==> images/m3.png <==
Bar = 20 microns. Cells faint in the background.
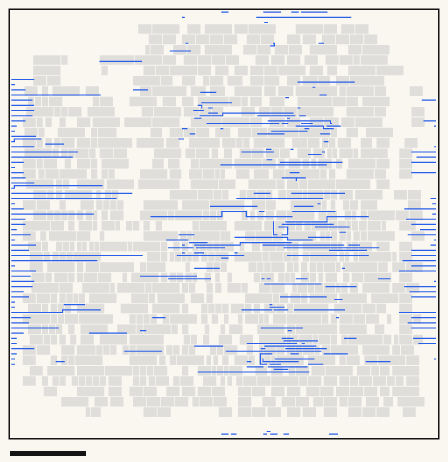
==> images/closeup.png <==
Bar = 10 microns. Window x 64 to 104, y 8 to 48 microns. Cells in grey, sequential cells in the stronger grey; small squares are vias.
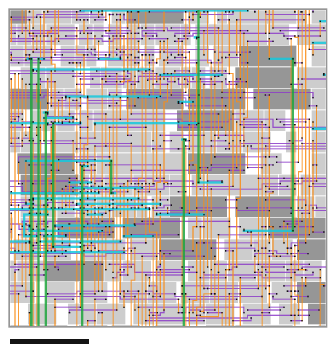
==> images/gates.png <==
Bar = 20 microns.
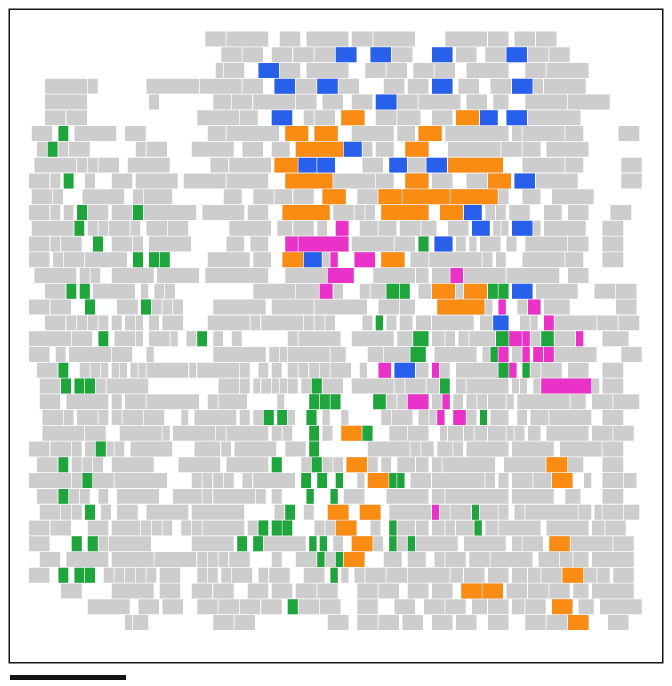
==> images/congestion_map.png <==
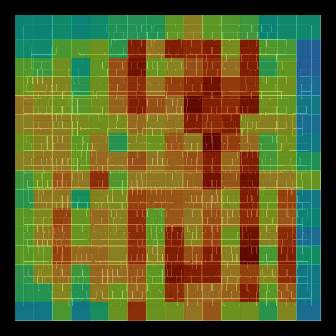
$ cat config.mk
export PLATFORM = sky130hd
export DESIGN_NAME = mem_lsu
export DESIGN_NICKNAME = d
export VERILOG_FILES = /design/src/rtl/mem_lsu_pkg.sv /design/src/rtl/mem_lsu_align.sv /design/src/rtl/mem_lsu.sv
export SDC_FILE = /design/constraint.sdc
export NUM_CORES = 1
export LEC_CHECK = 0
export CAP_MARGIN = 20
export CORE_MARGIN = 3
export CORE_UTILIZATION = 47
export CTS_CLUSTER_SIZE = 25
export DETAILED_ROUTE_END_ITERATION = 6
export GPL_TIMING_DRIVEN = 0
export MAX_ROUTING_LAYER = met4
export PLACE_DENSITY = 0.89
export SYNTH_ARGS = -nofsm -noshare
export SYNTH_HDL_FRONTEND = slang
export SYNTH_SLANG_ARGS = --single-unit
$ cat constraint.sdc
create_clock -name clk -period 3.8 [get_ports clk]
set_input_delay 0.76 -clock clk [delete_from_list [all_inputs] [get_ports clk]]
set_output_delay 0.76 -clock clk [all_outputs]
set_load 0.02 [all_outputs]
$ cat src/rtl/mem_lsu_pkg.sv
// Shared opcodes, funct3 codes and FSM encoding for the load/store unit.
// Imported by lsu_align and mem_lsu.
package mem_lsu_pkg;

  localparam logic [6:0] OP_I_LOAD = 7'b0000011;
  localparam logic [6:0] OP_S      = 7'b0100011;

  localparam logic [2:0] F3_B  = 3'b000;
  localparam logic [2:0] F3_H  = 3'b001;
  localparam logic [2:0] F3_W  = 3'b010;
  localparam logic [2:0] F3_BU = 3'b100;
  localparam logic [2:0] F3_HU = 3'b101;

  typedef enum logic [1:0] {
    LSU_IDLE = 2'd0,
    LSU_BUSY = 2'd1,
    LSU_DONE = 2'd2
  } lsu_state_e;

  function automatic logic is_mem_op(
    input logic [6:0] op
  );
    return (op == OP_I_LOAD) || (op == OP_S);
  endfunction

endpackage

$ cat src/rtl/mem_lsu_align.sv
// Byte-lane logic: enables, store replication, legality, load extension.
// Ports: request side (funct3/addr_lo/store_data) and load side (ld_*).
module lsu_align
  import mem_lsu_pkg::*;
(
  input  logic [2:0]  funct3,
  input  logic [1:0]  addr_lo,
  input  logic        is_store,
  input  logic [31:0] store_data,
  output logic [3:0]  be,
  output logic [31:0] wdata,
  output logic        legal,
  input  logic [2:0]  ld_funct3,
  input  logic [1:0]  ld_addr_lo,
  input  logic [31:0] rdata,
  output logic [31:0] ld_data
);

  logic sz_b;
  logic sz_h;
  logic sz_w;
  logic [7:0]  ld_byte;
  logic [15:0] ld_half;

  // funct3[1:0] carries the size for both signed and unsigned forms
  assign sz_b = (funct3[1:0] == 2'b00);
  assign sz_h = (funct3[1:0] == 2'b01);
  assign sz_w = (funct3[1:0] == 2'b10);

  always_comb begin
    be    = 4'b0000;
    wdata = store_data;
    unique case (1'b1)
      sz_b: begin
        be    = 4'b0001 << addr_lo;
        wdata = {4{store_data[7:0]}};
      end
      sz_h: begin
        be    = addr_lo[1] ? 4'b1100 : 4'b0011;
        wdata = {2{store_data[15:0]}};
      end
      sz_w: begin
        be    = 4'b1111;
        wdata = store_data;
      end
      default: begin
        be    = 4'b0000;
        wdata = store_data;
      end
    endcase
  end

  always_comb begin
    legal = 1'b0;
    unique case (funct3)
      F3_B:    legal = 1'b1;
      F3_H:    legal = ~addr_lo[0];
      F3_W:    legal = (addr_lo == 2'b00);
      F3_BU:   legal = ~is_store;
      F3_HU:   legal = ~is_store & ~addr_lo[0];
      default: legal = 1'b0;
    endcase
  end

  always_comb begin
    unique case (ld_addr_lo)
      2'd0:    ld_byte = rdata[7:0];
      2'd1:    ld_byte = rdata[15:8];
      2'd2:    ld_byte = rdata[23:16];
      default: ld_byte = rdata[31:24];
    endcase
  end

  assign ld_half = ld_addr_lo[1] ? rdata[31:16] : rdata[15:0];

  always_comb begin
    ld_data = 32'h0;
    unique case (ld_funct3)
      F3_B:    ld_data = {{24{ld_byte[7]}}, ld_byte};
      F3_H:    ld_data = {{16{ld_half[15]}}, ld_half};
      F3_W:    ld_data = rdata;
      F3_BU:   ld_data = {24'h0, ld_byte};
      F3_HU:   ld_data = {16'h0, ld_half};
      default: ld_data = 32'h0;
    endcase
  end

endmodule

$ cat src/rtl/mem_lsu.sv
// Load/store unit ahead of MEM: req/ack RAM transaction with timeout.
// Ports: EX/MEM op in, RAM req/ack port, load data + done/stall/err out.
module mem_lsu
  import mem_lsu_pkg::*;
#(
  parameter int TIMEOUT = 16,
  parameter int CNT_W   = $clog2(TIMEOUT + 1)
) (
  input  logic        clk,
  input  logic        rst,
  input  logic        valid_i,
  input  logic [6:0]  aluop_i,
  input  logic [2:0]  funct3_i,
  input  logic [31:0] addr_i,
  input  logic [31:0] store_data_i,
  output logic        ram_req,
  output logic        ram_we,
  output logic [3:0]  ram_be,
  output logic [31:0] ram_addr,
  output logic [31:0] ram_wdata,
  input  logic        ram_ack,
  input  logic [31:0] ram_rdata,
  output logic [31:0] load_data_o,
  output logic        done_o,
  output logic        stall_o,
  output logic        misalign_o,
  output logic        err_o
);

  lsu_state_e state;
  lsu_state_e state_n;

  logic [CNT_W-1:0] cnt;
  logic [2:0]       f3_q;
  logic [1:0]       lo_q;

  logic        is_store;
  logic        mem_op;
  logic        legal;
  logic [3:0]  be;
  logic [31:0] wdata;
  logic [31:0] ld_data;

  logic accept;
  logic ack_ok;
  logic tmo;

  assign is_store = (aluop_i == OP_S);
  assign mem_op   = valid_i & is_mem_op(aluop_i);

  lsu_align u_align (
    .funct3     (funct3_i),
    .addr_lo    (addr_i[1:0]),
    .is_store   (is_store),
    .store_data (store_data_i),
    .be         (be),
    .wdata      (wdata),
    .legal      (legal),
    .ld_funct3  (f3_q),
    .ld_addr_lo (lo_q),
    .rdata      (ram_rdata),
    .ld_data    (ld_data)
  );

  always_comb begin
    state_n    = state;
    accept     = 1'b0;
    ack_ok     = 1'b0;
    tmo        = 1'b0;
    stall_o    = 1'b0;
    misalign_o = 1'b0;
    unique case (state)
      LSU_IDLE: begin
        if (mem_op) begin
          if (legal) begin
            accept  = 1'b1;
            stall_o = 1'b1;
            state_n = LSU_BUSY;
          end else begin
            misalign_o = 1'b1;
          end
        end
      end
      LSU_BUSY: begin
        stall_o = 1'b1;
        // ack wins over a coincident timeout
        if (ram_ack) begin
          ack_ok  = 1'b1;
          state_n = LSU_DONE;
        end else if (cnt == CNT_W'(TIMEOUT - 1)) begin
          tmo     = 1'b1;
          state_n = LSU_DONE;
        end
      end
      LSU_DONE: begin
        // EX/MEM still holds this op; never re-accept here
        state_n = LSU_IDLE;
      end
      default: begin
        state_n = LSU_IDLE;
      end
    endcase
    if (rst) begin
      stall_o    = 1'b0;
      misalign_o = 1'b0;
    end
  end

  always_ff @(posedge clk) begin
    if (rst) begin
      state       <= LSU_IDLE;
      cnt         <= '0;
      f3_q        <= 3'b000;
      lo_q        <= 2'b00;
      ram_req     <= 1'b0;
      ram_we      <= 1'b0;
      ram_be      <= 4'b0000;
      ram_addr    <= 32'h0;
      ram_wdata   <= 32'h0;
      load_data_o <= 32'h0;
      done_o      <= 1'b0;
      err_o       <= 1'b0;
    end else begin
      state  <= state_n;
      done_o <= ack_ok;
      err_o  <= tmo;
      if (accept) begin
        ram_req   <= 1'b1;
        ram_we    <= is_store;
        ram_be    <= be;
        ram_addr  <= {addr_i[31:2], 2'b00};
        ram_wdata <= wdata;
        f3_q      <= funct3_i;
        lo_q      <= addr_i[1:0];
        cnt       <= '0;
      end
      if (state == LSU_BUSY) begin
        cnt <= cnt + CNT_W'(1);
      end
      if (ack_ok) begin
        ram_req <= 1'b0;
        if (!ram_we) begin
          load_data_o <= ld_data;
        end
      end
      if (tmo) begin
        ram_req     <= 1'b0;
        load_data_o <= 32'h0;
      end
    end
  end

endmodule
==> deck_impl_summary.md <==
Physical Implementation Snapshot

Pwr
  • Sw power: between 600 and 700 uW
  • Top pwr grp: clock
  • Clock power share: between 50% and 60%
  • Switching Fraction: 22.21%
  • P per Cell Area: between 300 and 400 nW/um^2
  • Flop pwr share: a little under two fifths
  • Internal Dissipation: 2.442 mW
  • Sequential power: between 1 and 1.5 mW

Worst hold path
  • Worst min path class: register to register

Synth
  • Avg Inst Size Synth: between 9 and 10 sq um
  • Top post-synthesis cells by count: dfxtp_1, o21ai_0, a21oi_1, nand3_1, clkbuf_1
  • Yosys warning count: 0
  • Ys flop type: dfxtp_1
  • Cells after synthesis: about 600
  • Synth Seq Share: between 40% and 50%
  • Cell count in the Yosys report: a little under 600
  • Area leader share: a little over two fifths
  • Most common cell in the synthesized netlist: dfxtp_1
  • Post-Syn Area: 5324 sq um
  • Yosys reg bits: about 110

Layout
  • Final Util: 75.61%
  • Non-clock buffer count: about 280
  • Final-layout clock buffer total: 22
  • Multi-input gate area: around 2700 sq um
  • Nets: approximately 930
  • Dominant kind of cell: multi-input combinational cells
  • Share of layout cells above drive strength 1: between 10 and 15%
  • NonClk Buf Share: 29.60%
  • Fillers: around 770
  • Clock buf/inv share: 7.430%
  • Design Area, Final: just over 8000 sq um
  • Sequential Area: around 2300 sq um
  • Seq/total area: between 20% and 30%
  • Largest regs: load_data_o x32, ram_wdata x32, ram_addr x30

Floorplanning
  • Total die size: approximately 13000 sq um
  • Floorplan Utilization: between 40% and 50%
  • Tap cell count: ~140
  • Site row count: 38
  • Chip Height: approximately 110 microns
  • IO Pins: 216
  • CORE AREA: about 11000 sq um

CTS
  • CTS Hold Bufs: 0
  • TritonCTS clock tree: built
  • Insertion Delay late pin: approximately 400 ps
  • CTS buffer count: 17
  • CTS Buffer Depth: 2
  • Cts repair resizes: 0

Worst setup path
  • Startpoint Class: input pin
  • CP arrival: between 2000 and 3000 ps
  • Worst-path maximum fanout: 10
  • Crit end category: output port
  • Top delay family on crit path: buffers and inverters
  • Kind of critical path: input pin to output port
  • CP cell instances: clkdlybuf4s50_1 -> a21oi_1 -> or2_1 -> buf_2 -> buf_2 -> a21oi_1 -> dlymetal6s2s_1
  • Critical Path Max Stage Delay: between 600 and 700 ps
  • Worst Path Buf+Inv: 4
  • Slowest stage cell, crit path: clkdlybuf4s50_1
  • Data required time at the worst endpoint: 3040 ps

STA
  • RSZ-0062 raised after global routing: no
  • Achievable frequency: about 300 MHz
  • Relative slew slack: about 56%
  • Final hold slack: 461.7 ps
  • Final setup fails: 0
  • Max Slew Vio Count: 0
  • Min Clock Period, post-route: 3408 ps
  • Worst Tran Pin Value: roughly 660 ps
  • Final worst setup slack: between 300 and 400 ps

Routing
  • DR WL/cell: ~20 microns
  • Wl on met1: 7502 microns
  • Routed length on met3: about 1500 microns
  • Pre-Repair DR Iteration Count: 5
  • DRC viols: 0
  • Routed met2 length: roughly 9400 microns

Placed design
  • Post-Place Setup Slack: between 60 and 70 ps
  • DP HPWL: between 10000 and 15000 microns
  • Placed cells: between 900 and 1000

Global routing
  • GRT overflow: 0
  • Number of global-route vias before repair: ~5900
  • Largest net degree at the start of global routing: 17
  • First-pass GRT wire length: about 30000 microns

Run status
  • Status: finished clean

Flow run
  • Max cap viols: 0
-- m3.png (at the start) --
longest straight run: 34.3 microns
wire length on this layer: 1540 microns
share of all routed wire: 8.0%
via count: 5914
WL final: 19340 microns
met3 Use GR: 6.954%

-- closeup.png (at the start) --
[green] M4
[orange] M2
[cyan] M3
[purple] M1
netlist names of flops here include: ram_wdata (15), ram_be (4)
most frequent: clkdlybuf4s50_1 (34), dfxtp_1 (20), a31oi_1 (15)
cells with their middle in the window: 157
sequential cells in the window: 20

-- gates.png (at the start) --
[blue] non-inverting ao/oa cells | cells: 27 | most used: a221o_1
[green] nand cells | cells: 82 | most used: nand3_1
[magenta] nor cells | cells: 27 | most used: nor2_1
[orange] mux cells | cells: 40 | most used: mux2i_1
logic share of the area: 32.93%
Final Non-Filler Cells: 975
Top cell excl fill/tap: clkdlybuf4s50_1

-- congestion_map.png (at the start) --
met2 Use GR: 48.43%
GRT Util Overall: 30.47%
GRT met1 Usage: 36.06%
busiest layer in global routing: met2

[cells by family after synthesis]
group	after synthesis	share of synthesized area (%)
multiplexers	40	9.824
AND/OR/NAND/NOR	117	11.84
AND-OR/OR-AND	241	28.60
adder cells (fa/ha/maj)	2	0.4700
buffers and inverters	74	6.322
other	1	0.07044
flip-flops	114	42.87
[path summary, 6_finish.rpt]
check | from | endpoint | cells past startpoint | slack (ps)
max | funct3_i[0] | misalign_o | 7 | 390
min | load_data_o[1] | load_data_o[1] | 1 | 460
max reg2reg | cnt[0] | load_data_o[30] | 8 | 1580
min reg2reg | load_data_o[1] | load_data_o[1] | 1 | 460
Power is estimated from default activity; no workload was simulated.
